### Placed standard cells

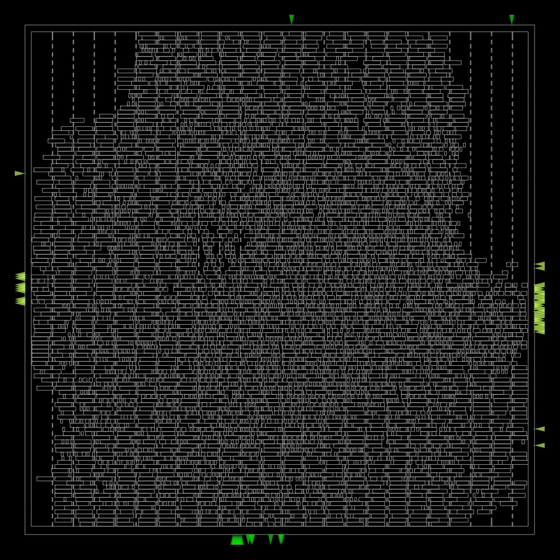
### Placement by cell class

Bar = 100 um.
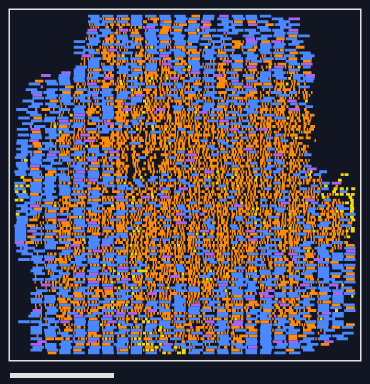
### The metal 2 layer

Cells faint in the background.
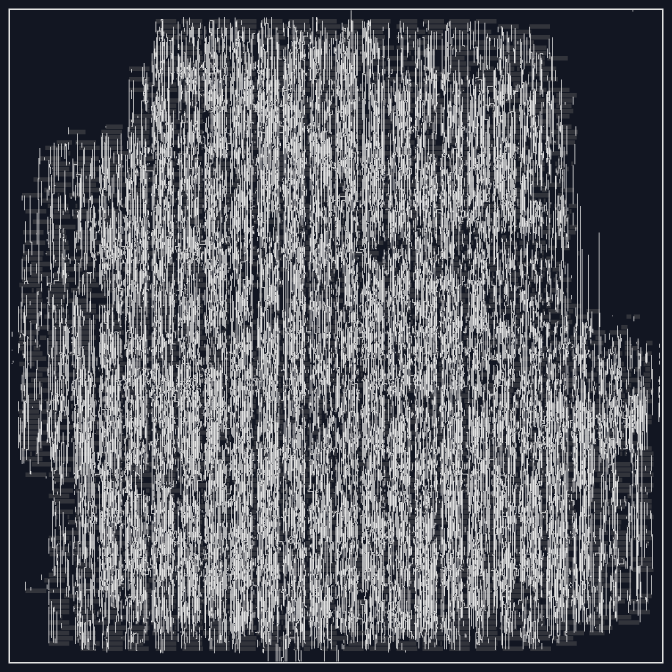
### Clock wires, drivers and flops

Bar = 100 um.
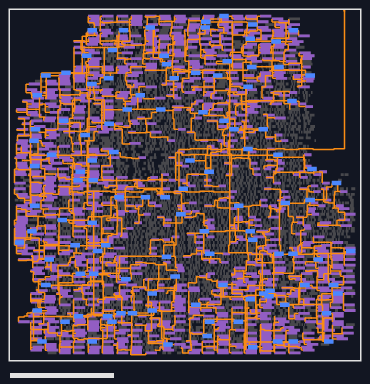
`src/rtl/mc_pkg.sv`:
```
`default_nettype none
// ============================================================================
// Package : mc_pkg
// Desc    : Shared defaults, width helpers and channel-state type for the
//           multi-channel sample-history buffer.
// Rev     : 1.0 - initial release
// ============================================================================
package mc_pkg;

    localparam int c_def_num_ch = 7;
    localparam int c_def_width  = 8;
    localparam int c_def_depth  = 10;

    // Index width for n items, never narrower than one bit
    function automatic int clog2_min1(input int n);
        return (n <= 2) ? 1 : $clog2(n);
    endfunction

    // Width that holds the sum of depth samples of width bits exactly
    function automatic int sum_width(input int width, input int depth);
        return width + $clog2(depth + 1);
    endfunction

    localparam int c_def_tap_w = clog2_min1(c_def_depth);
    localparam int c_def_sum_w = sum_width(c_def_width, c_def_depth);

    // Bookkeeping of one channel at the default geometry
    typedef struct packed {
        logic [c_def_tap_w-1:0] wr_ptr;
        logic [c_def_tap_w:0]   fill;
        logic [c_def_sum_w-1:0] sum;
    } ch_state_t;

endpackage
`default_nettype wire

```
`src/rtl/mc_sample_window_if.sv`:
```
`default_nettype none
// ============================================================================
// Interface : mc_sample_window_if
// Desc      : Sample / clear / read request bus and read response bus of the
//             multi-channel sample-history buffer.
// Rev       : 1.0 - initial release
// ============================================================================
interface mc_sample_window_if #(
    parameter  int NUM_CH = mc_pkg::c_def_num_ch,
    parameter  int WIDTH  = mc_pkg::c_def_width,
    parameter  int DEPTH  = mc_pkg::c_def_depth,
    localparam int CH_W   = mc_pkg::clog2_min1(NUM_CH),
    localparam int TAP_W  = mc_pkg::clog2_min1(DEPTH),
    localparam int SUM_W  = mc_pkg::sum_width(WIDTH, DEPTH)
) ();

    logic             in_valid;
    logic [CH_W-1:0]  in_chan;
    logic [WIDTH-1:0] in_data;
    logic             clr_valid;
    logic [CH_W-1:0]  clr_chan;
    logic             rd_valid;
    logic [CH_W-1:0]  rd_chan;
    logic [TAP_W-1:0] rd_tap;
    logic             rd_data_valid;
    logic [WIDTH-1:0] rd_data;
    logic [SUM_W-1:0] rd_sum;
    logic [TAP_W:0]   rd_fill;
    logic             err;
    logic             drop;

    modport master (
        output in_valid, in_chan, in_data, clr_valid, clr_chan,
               rd_valid, rd_chan, rd_tap,
        input  rd_data_valid, rd_data, rd_sum, rd_fill, err, drop
    );

    modport slave (
        input  in_valid, in_chan, in_data, clr_valid, clr_chan,
               rd_valid, rd_chan, rd_tap,
        output rd_data_valid, rd_data, rd_sum, rd_fill, err, drop
    );

endinterface
`default_nettype wire

```
`src/rtl/mc_window_ch.sv`:
```
`default_nettype none
// ============================================================================
// Module : mc_window_ch
// Desc   : One channel: circular buffer of the last DEPTH samples with write
//          pointer, saturating fill count and exact running window sum.
//          Tap readback is combinational; the top registers it.
// Rev    : 1.0 - initial release
// ============================================================================
module mc_window_ch #(
    parameter  int WIDTH = mc_pkg::c_def_width,
    parameter  int DEPTH = mc_pkg::c_def_depth,
    localparam int TAP_W = mc_pkg::clog2_min1(DEPTH),
    localparam int SUM_W = mc_pkg::sum_width(WIDTH, DEPTH)
) (
    input  wire logic             clk,
    input  wire logic             rst_n,
    input  wire logic             wr_en,
    input  wire logic [WIDTH-1:0] wr_data,
    input  wire logic             clr,
    input  wire logic [TAP_W-1:0] rd_tap,
    output logic      [WIDTH-1:0] tap_data,
    output logic      [SUM_W-1:0] sum,
    output logic      [TAP_W:0]   fill
);

    localparam logic [TAP_W-1:0] c_last  = TAP_W'(DEPTH - 1);
    localparam logic [TAP_W:0]   c_depth = (TAP_W + 1)'(DEPTH);

    logic [WIDTH-1:0] r_mem [DEPTH];
    logic [TAP_W-1:0] r_wr_ptr;
    logic [TAP_W:0]   r_fill;
    logic [SUM_W-1:0] r_sum;

    logic             w_full;
    logic [SUM_W-1:0] w_evict;
    logic [TAP_W:0]   w_idx_raw;
    logic [TAP_W-1:0] w_idx;

    // Oldest sample leaves the window only once the buffer is full
    always_comb begin
        w_full  = (r_fill == c_depth);
        w_evict = w_full ? SUM_W'(r_mem[r_wr_ptr]) : '0;
    end

    // Pointer, fill and sum; a clear resets bookkeeping but leaves storage
    always_ff @(posedge clk) begin
        if (!rst_n || clr) begin
            r_wr_ptr <= '0;
            r_fill   <= '0;
            r_sum    <= '0;
        end else if (wr_en) begin
            r_wr_ptr <= (r_wr_ptr == c_last) ? '0 : r_wr_ptr + 1'b1;
            if (!w_full) begin
                r_fill <= r_fill + 1'b1;
            end
            r_sum <= r_sum + SUM_W'(wr_data) - w_evict;
        end
    end

    // Sample storage, zeroed only by reset
    always_ff @(posedge clk) begin
        if (!rst_n) begin
            for (int i = 0; i < DEPTH; i++) begin
                r_mem[i] <= '0;
            end
        end else if (wr_en) begin
            r_mem[r_wr_ptr] <= wr_data;
        end
    end

    // Tap address (wr_ptr-1-tap) mod DEPTH; out-of-range taps read as zero
    always_comb begin
        w_idx_raw = {1'b0, r_wr_ptr} + c_depth - (TAP_W + 1)'(1) - {1'b0, rd_tap};
        if (w_idx_raw >= c_depth) begin
            w_idx = TAP_W'(w_idx_raw - c_depth);
        end else begin
            w_idx = w_idx_raw[TAP_W-1:0];
        end
        if (w_idx > c_last) begin
            w_idx = '0;
        end
        tap_data = ({1'b0, rd_tap} < r_fill) ? r_mem[w_idx] : '0;
        sum      = r_sum;
        fill     = r_fill;
    end

endmodule
`default_nettype wire

```
`src/rtl/mc_sample_window.sv`:
```
`default_nettype none
// ============================================================================
// Module : mc_sample_window
// Desc   : Multi-channel sample-history buffer. Decodes strobes, arbitrates
//          same-channel clear against write, muxes and registers the read
//          response, and flags illegal requests and dropped samples.
// Rev    : 1.0 - initial release
// ============================================================================
module mc_sample_window #(
    parameter  int NUM_CH = mc_pkg::c_def_num_ch,
    parameter  int WIDTH  = mc_pkg::c_def_width,
    parameter  int DEPTH  = mc_pkg::c_def_depth,
    localparam int CH_W   = mc_pkg::clog2_min1(NUM_CH),
    localparam int TAP_W  = mc_pkg::clog2_min1(DEPTH),
    localparam int SUM_W  = mc_pkg::sum_width(WIDTH, DEPTH)
) (
    input wire logic           clk,
    input wire logic           rst_n,
    mc_sample_window_if.slave  bus
);

    import mc_pkg::*;

    localparam logic [CH_W:0]  c_num_ch = (CH_W + 1)'(NUM_CH);
    localparam logic [TAP_W:0] c_depth  = (TAP_W + 1)'(DEPTH);

    logic              w_in_chan_ok, w_clr_chan_ok, w_rd_chan_ok, w_tap_ok;
    logic              w_in_ok, w_clr_ok, w_rd_ok, w_collide, w_err;
    logic [NUM_CH-1:0] w_wr_en, w_clr;
    logic [WIDTH-1:0]  w_ch_data [NUM_CH];
    logic [SUM_W-1:0]  w_ch_sum  [NUM_CH];
    logic [TAP_W:0]    w_ch_fill [NUM_CH];
    logic [WIDTH-1:0]  w_sel_data;
    logic [SUM_W-1:0]  w_sel_sum;
    logic [TAP_W:0]    w_sel_fill;

    logic              r_rd_data_valid, r_err, r_drop;
    logic [WIDTH-1:0]  r_rd_data;
    logic [SUM_W-1:0]  r_rd_sum;
    logic [TAP_W:0]    r_rd_fill;

    // Strobe legality, per-channel enables; a clear beats a write to its channel
    always_comb begin
        w_in_chan_ok  = ({1'b0, bus.in_chan}  < c_num_ch);
        w_clr_chan_ok = ({1'b0, bus.clr_chan} < c_num_ch);
        w_rd_chan_ok  = ({1'b0, bus.rd_chan}  < c_num_ch);
        w_tap_ok      = ({1'b0, bus.rd_tap}   < c_depth);
        w_in_ok       = bus.in_valid  && w_in_chan_ok;
        w_clr_ok      = bus.clr_valid && w_clr_chan_ok;
        w_rd_ok       = bus.rd_valid  && w_rd_chan_ok && w_tap_ok;
        w_collide     = w_in_ok && w_clr_ok && (bus.in_chan == bus.clr_chan);
        w_err         = (bus.in_valid  && !w_in_chan_ok)
                     || (bus.clr_valid && !w_clr_chan_ok)
                     || (bus.rd_valid  && !(w_rd_chan_ok && w_tap_ok));
        for (int c = 0; c < NUM_CH; c++) begin
            w_clr[c]   = w_clr_ok && (bus.clr_chan == CH_W'(c));
            w_wr_en[c] = w_in_ok && (bus.in_chan == CH_W'(c)) && !w_clr[c];
        end
    end

    generate
        for (genvar g = 0; g < NUM_CH; g++) begin : g_ch
            mc_window_ch #(
                .WIDTH (WIDTH),
                .DEPTH (DEPTH)
            ) u_ch (
                .clk      (clk),
                .rst_n    (rst_n),
                .wr_en    (w_wr_en[g]),
                .wr_data  (bus.in_data),
                .clr      (w_clr[g]),
                .rd_tap   (bus.rd_tap),
                .tap_data (w_ch_data[g]),
                .sum      (w_ch_sum[g]),
                .fill     (w_ch_fill[g])
            );
        end
    endgenerate

    // Pick the addressed channel's pre-update view (read-before-write)
    always_comb begin
        w_sel_data = '0;
        w_sel_sum  = '0;
        w_sel_fill = '0;
        for (int c = 0; c < NUM_CH; c++) begin
            if (bus.rd_chan == CH_W'(c)) begin
                w_sel_data = w_ch_data[c];
                w_sel_sum  = w_ch_sum[c];
                w_sel_fill = w_ch_fill[c];
            end
        end
    end

    // One-cycle read response; illegal reads answer with zeros, idle holds
    always_ff @(posedge clk) begin
        if (!rst_n) begin
            r_rd_data_valid <= 1'b0;
            r_err           <= 1'b0;
            r_drop          <= 1'b0;
            r_rd_data       <= '0;
            r_rd_sum        <= '0;
            r_rd_fill       <= '0;
        end else begin
            r_rd_data_valid <= bus.rd_valid;
            r_err           <= w_err;
            r_drop          <= w_collide;
            if (bus.rd_valid) begin
                r_rd_data <= w_rd_ok ? w_sel_data : '0;
                r_rd_sum  <= w_rd_ok ? w_sel_sum  : '0;
                r_rd_fill <= w_rd_ok ? w_sel_fill : '0;
            end
        end
    end

    assign bus.rd_data_valid = r_rd_data_valid;
    assign bus.rd_data       = r_rd_data;
    assign bus.rd_sum        = r_rd_sum;
    assign bus.rd_fill       = r_rd_fill;
    assign bus.err           = r_err;
    assign bus.drop          = r_drop;

endmodule
`default_nettype wire

```
`src/flat_wrapper.sv`:
```
// flat-port wrapper written by rule: the top's interface ports become plain ports
module mc_sample_window_flat import mc_pkg::*;
#(
    parameter  int NUM_CH = mc_pkg::c_def_num_ch,
    parameter  int WIDTH  = mc_pkg::c_def_width,
    parameter  int DEPTH  = mc_pkg::c_def_depth,
    localparam int CH_W   = mc_pkg::clog2_min1(NUM_CH),
    localparam int TAP_W  = mc_pkg::clog2_min1(DEPTH),
    localparam int SUM_W  = mc_pkg::sum_width(WIDTH, DEPTH)
)
  (clk, rst_n, bus_in_valid, bus_in_chan, bus_in_data, bus_clr_valid, bus_clr_chan, bus_rd_valid, bus_rd_chan, bus_rd_tap, bus_rd_data_valid, bus_rd_data, bus_rd_sum, bus_rd_fill, bus_err, bus_drop);
  mc_sample_window_if #(.NUM_CH(NUM_CH), .WIDTH(WIDTH), .DEPTH(DEPTH)) bus_i ();
  input wire logic clk;
  input wire logic rst_n;
  input wire logic [$bits(bus_i.in_valid)-1:0] bus_in_valid;
  input wire logic [$bits(bus_i.in_chan)-1:0] bus_in_chan;
  input wire logic [$bits(bus_i.in_data)-1:0] bus_in_data;
  input wire logic [$bits(bus_i.clr_valid)-1:0] bus_clr_valid;
  input wire logic [$bits(bus_i.clr_chan)-1:0] bus_clr_chan;
  input wire logic [$bits(bus_i.rd_valid)-1:0] bus_rd_valid;
  input wire logic [$bits(bus_i.rd_chan)-1:0] bus_rd_chan;
  input wire logic [$bits(bus_i.rd_tap)-1:0] bus_rd_tap;
  output wire logic [$bits(bus_i.rd_data_valid)-1:0] bus_rd_data_valid;
  output wire logic [$bits(bus_i.rd_data)-1:0] bus_rd_data;
  output wire logic [$bits(bus_i.rd_sum)-1:0] bus_rd_sum;
  output wire logic [$bits(bus_i.rd_fill)-1:0] bus_rd_fill;
  output wire logic [$bits(bus_i.err)-1:0] bus_err;
  output wire logic [$bits(bus_i.drop)-1:0] bus_drop;
  assign bus_i.in_valid = bus_in_valid;
  assign bus_i.in_chan = bus_in_chan;
  assign bus_i.in_data = bus_in_data;
  assign bus_i.clr_valid = bus_clr_valid;
  assign bus_i.clr_chan = bus_clr_chan;
  assign bus_i.rd_valid = bus_rd_valid;
  assign bus_i.rd_chan = bus_rd_chan;
  assign bus_i.rd_tap = bus_rd_tap;
  assign bus_rd_data_valid = bus_i.rd_data_valid;
  assign bus_rd_data = bus_i.rd_data;
  assign bus_rd_sum = bus_i.rd_sum;
  assign bus_rd_fill = bus_i.rd_fill;
  assign bus_err = bus_i.err;
  assign bus_drop = bus_i.drop;
  mc_sample_window #(.NUM_CH(NUM_CH), .WIDTH(WIDTH), .DEPTH(DEPTH)) u_core (.clk(clk), .rst_n(rst_n), .bus(bus_i));
endmodule
```
`config.mk`:
```
export PLATFORM = sky130hd
export DESIGN_NAME = mc_sample_window_flat
export DESIGN_NICKNAME = d
export VERILOG_FILES = /design/src/rtl/mc_pkg.sv /design/src/rtl/mc_sample_window_if.sv /design/src/rtl/mc_window_ch.sv /design/src/rtl/mc_sample_window.sv /design/src/flat_wrapper.sv
export SDC_FILE = /design/constraint.sdc
export NUM_CORES = 2
export LEC_CHECK = 0
export CAP_MARGIN = 25
export CELL_PAD_IN_SITES_DETAIL_PLACEMENT = 1
export CELL_PAD_IN_SITES_GLOBAL_PLACEMENT = 1
export CORE_MARGIN = 4
export CORE_UTILIZATION = 55
export DETAILED_ROUTE_END_ITERATION = 7
export PLACE_DENSITY = 0.91
export SETUP_SLACK_MARGIN = 0.02
export SKIP_LAST_GASP = 1
export SLEW_MARGIN = 20
export SYNTH_ARGS = -nofsm -noshare
export SYNTH_HDL_FRONTEND = slang
export SYNTH_SLANG_ARGS = --single-unit
```
`constraint.sdc`:
```
create_clock -name clk -period 8.4 [get_ports clk]
set_input_delay 2.1 -clock clk [delete_from_list [all_inputs] [get_ports clk]]
set_output_delay 2.1 -clock clk [all_outputs]
set_load 0.01 [all_outputs]
```
==> run notes <==
Purpose: to document the outcome of synthesis and place and route.

GRT
The first global-routing pass estimated roughly 320 mm of wire. met3 track demand over resource after global routing is 0.116. After global routing, the most crowded layer is met2.

Critical path
The launching point of the worst reg2reg path is u_core.g_ch[6].u_ch.r_wr_ptr[1]$_SDFFE_PP0P_. The slowest stage of the critical path is the sky130_fd_sc_hd__o41a_1 cell. In this run the number of cells on the critical path is 17.

The first element of the critical path is bus_rd_tap[0]. The top cell family by delay on the critical path is AND-OR/OR-AND gates. For the worst flop-to-flop path, the logic depth is 14.

The maximum fanout along the worst path is 11. The combined buffer and inverter count along the critical path is 4. The category of the most critical setup path is in -> reg. Per STA, the worst path is made up of clkdlybuf4s50_1 -> inv_1 -> buf_4 -> ha_1 -> ha_1 -> fa_1 -> inv_1 -> ha_1 -> a21oi_1 -> a2111oi_1 -> o41a_1 -> mux2i_1 -> a211oi_1 -> o21ai_0 -> o2111ai_1 -> a2111oi_0 -> o31ai_1. The signal arrival time at the worst endpoint is 8.29 ns. The capture point of the worst reg-to-reg path is u_core.bus.rd_data[2]$_SDFFE_PN0P_.

On the worst path, the slowest cell contributes a delay of about 0.86 ns.

Clock network
In this run the post-CTS setup repair buffer count came out at 0. The clock root buffer is sky130_fd_sc_hd__clkbuf_16. The TritonCTS buffer count is 114. The depth of the CTS H-tree is 3. For this design, the sink count on the clock tree is 1099. The maximum buffer depth of the clock tree is 3. TritonCTS built the clock tree.

The post-cts gate resize count is 0. The timing report gives the clock slew at the launch and capture registers of the worst setup and hold paths as 0.06 ns.

Flow run
In this run the tools logged warnings totalling 34. The number of max-cap violations is 0.

Logic synthesis
Before any placement, the netlist area is recorded as 0.0593 mm^2. The number of nets in the synthesized netlist is 5240. The flip-flop and latch count after synthesis is between 1000 and 1500. Per Yosys stat, the portion of area used by sequential elements is 0.522.

The area fraction in and, or, nand and nor cells after synthesis is 0.127. The area fraction in full adders, half adders and majority gates is 0.0582. The fraction of registers with async set/reset is 0.

Per the synthesis report, the dominant area consumer among library cells is sky130_fd_sc_hd__edfxtp_1. The area fraction of the largest cell type after synthesis is 0.454. The fraction of synthesized cell area in xor and xnor cells is 0.0152.

After synthesis, the chip area reported by Yosys is just under 0.06 mm^2. After synthesis, the design contains 4976 cells according to Yosys. The synthesis run shows the most used standard cells to be sky130_fd_sc_hd__edfxtp_1, sky130_fd_sc_hd__nor2_1, sky130_fd_sc_hd__inv_1. By area the synthesized netlist is led by sky130_fd_sc_hd__edfxtp_1, sky130_fd_sc_hd__mux4_2, sky130_fd_sc_hd__dfxtp_1.

For reference, the top logic cell family by area is multiplexers. The portion of synthesized area spent on multiplexers is 0.157. Looking at the gate-level netlist, the highest instance count belongs to sky130_fd_sc_hd__edfxtp_1.

Final timing
The final total negative setup slack is 0 ns. Setup violations remaining at the end of the flow were counted as 0. The setup slack after layout is 0.693 ns.

The final-report max-slew violation count is 0. Setup repair after global routing left no endpoint under its margin. The final timing report derives a shortest allowable period of 7.71 ns. The tightest hold path in the finished design has a slack of 0.479 ns.

For this run, the top clock speed supported by timing is 130 MHz.

Route
The detailed router put a total of between 70 and 80 mm of wire on met1. Per the detail_route report, vias per standard cell equal approximately 7. The number of remaining DRC errors is 0. Detailed routing placed a total of 99.2 mm of wire on met2.

The first routing iteration left 6785 violations. For this block, the via count after detailed routing is 47000. The pre-antenna-repair detailed-routing pass consisted of 8 iterations.

Finish
The area growth from synthesis to layout is 10.0%. The number of inverters outside the clock class in the layout is between 300 and 400. The filler-free cell count of the finished design is approximately 6500. The area taken by multi-input combinational cells is reported as 0.0259 mm^2. The largest register by flop count is u_core.g_ch.u_ch.r_mem. The fill cell total of the finished layout is ~11000. The count of antenna diodes in the layout is 16. The proportion of final cell area spent on non-clock buffers is 0.0218. Across the whole layout, storage elements account for 0.0310 mm^2. 3237 cells are multi-input combinational gates. The flip-flop count of the largest register after layout is between 800 and 900. The fraction of cell area in sequential cells is reported as 0.475. The area fraction of clock buffers and clock inverters is 0.0562.

Placement
After legalization and detailed placement, the total HPWL measured 151 mm. The placed standard-cell area is 0.0615 mm^2. Input and output buffers added on the ports amount to 53. The placement-stage worst setup slack is 0.380 ns. The number of placed instances with taps included is between 6000 and 7000.

Min path
The sink of the worst hold path is u_core.g_ch[0].u_ch.sum[7]$_SDFFE_PP0P_.

Floorplan
The report lists the number of standard-cell rows as 120. Per the OpenROAD floorplan log, the height of the die is 336 um. The floorplan step records an initial core utilization of 0.554.

Pwr
Per the OpenROAD power report, leakage power amounts to ~23 nW. Of all power groups, the one with the highest power is sequential cells. The part of the total power dissipated in combinational logic is 0.121. The highest supply drop recorded on VDD is 0.000190 V.

Outcome
The flow ran to the end, and the final reports show no timing, DRC or antenna violations.
Notes on 'Placed standard cells' above:
num tapcells: 1403
Core Area: 0.107 mm^2
number of flip-flops and latches: 1099

Notes on 'Placement by cell class' above:
| color | class | cells | share of their area |
|---|---|---|---|
| orange | combinational and other logic | 3629 | 43% |
| purple | clock drivers and dummy loads | 211 | 5.8% |
| yellow | other buffers and delay cells | 173 | 2.2% |
| blue | flops | 1099 | 49% |

Notes on 'The metal 2 layer' above:
longest straight run: 117 um
wire length on this layer: 99.2 mm
nets with wire on the layer: 5002
main direction: vertical
share of all routed wire: 45%
met2 track demand over resource: 0.599
wirelength, routed: 220 mm

Notes on 'Clock wires, drivers and flops' above:
[blue] clock drivers | count: 114
[orange] clock wires | length: 14700 um
[purple] flip-flops | count: 1099
routed clock nets: 115
flops lie: widely spread
Clock power frac: 0.404
Max Clock Skew: 0.0419 ns
reported clock group power: 5.18 mW

Power and IR drop assume default switching activity.
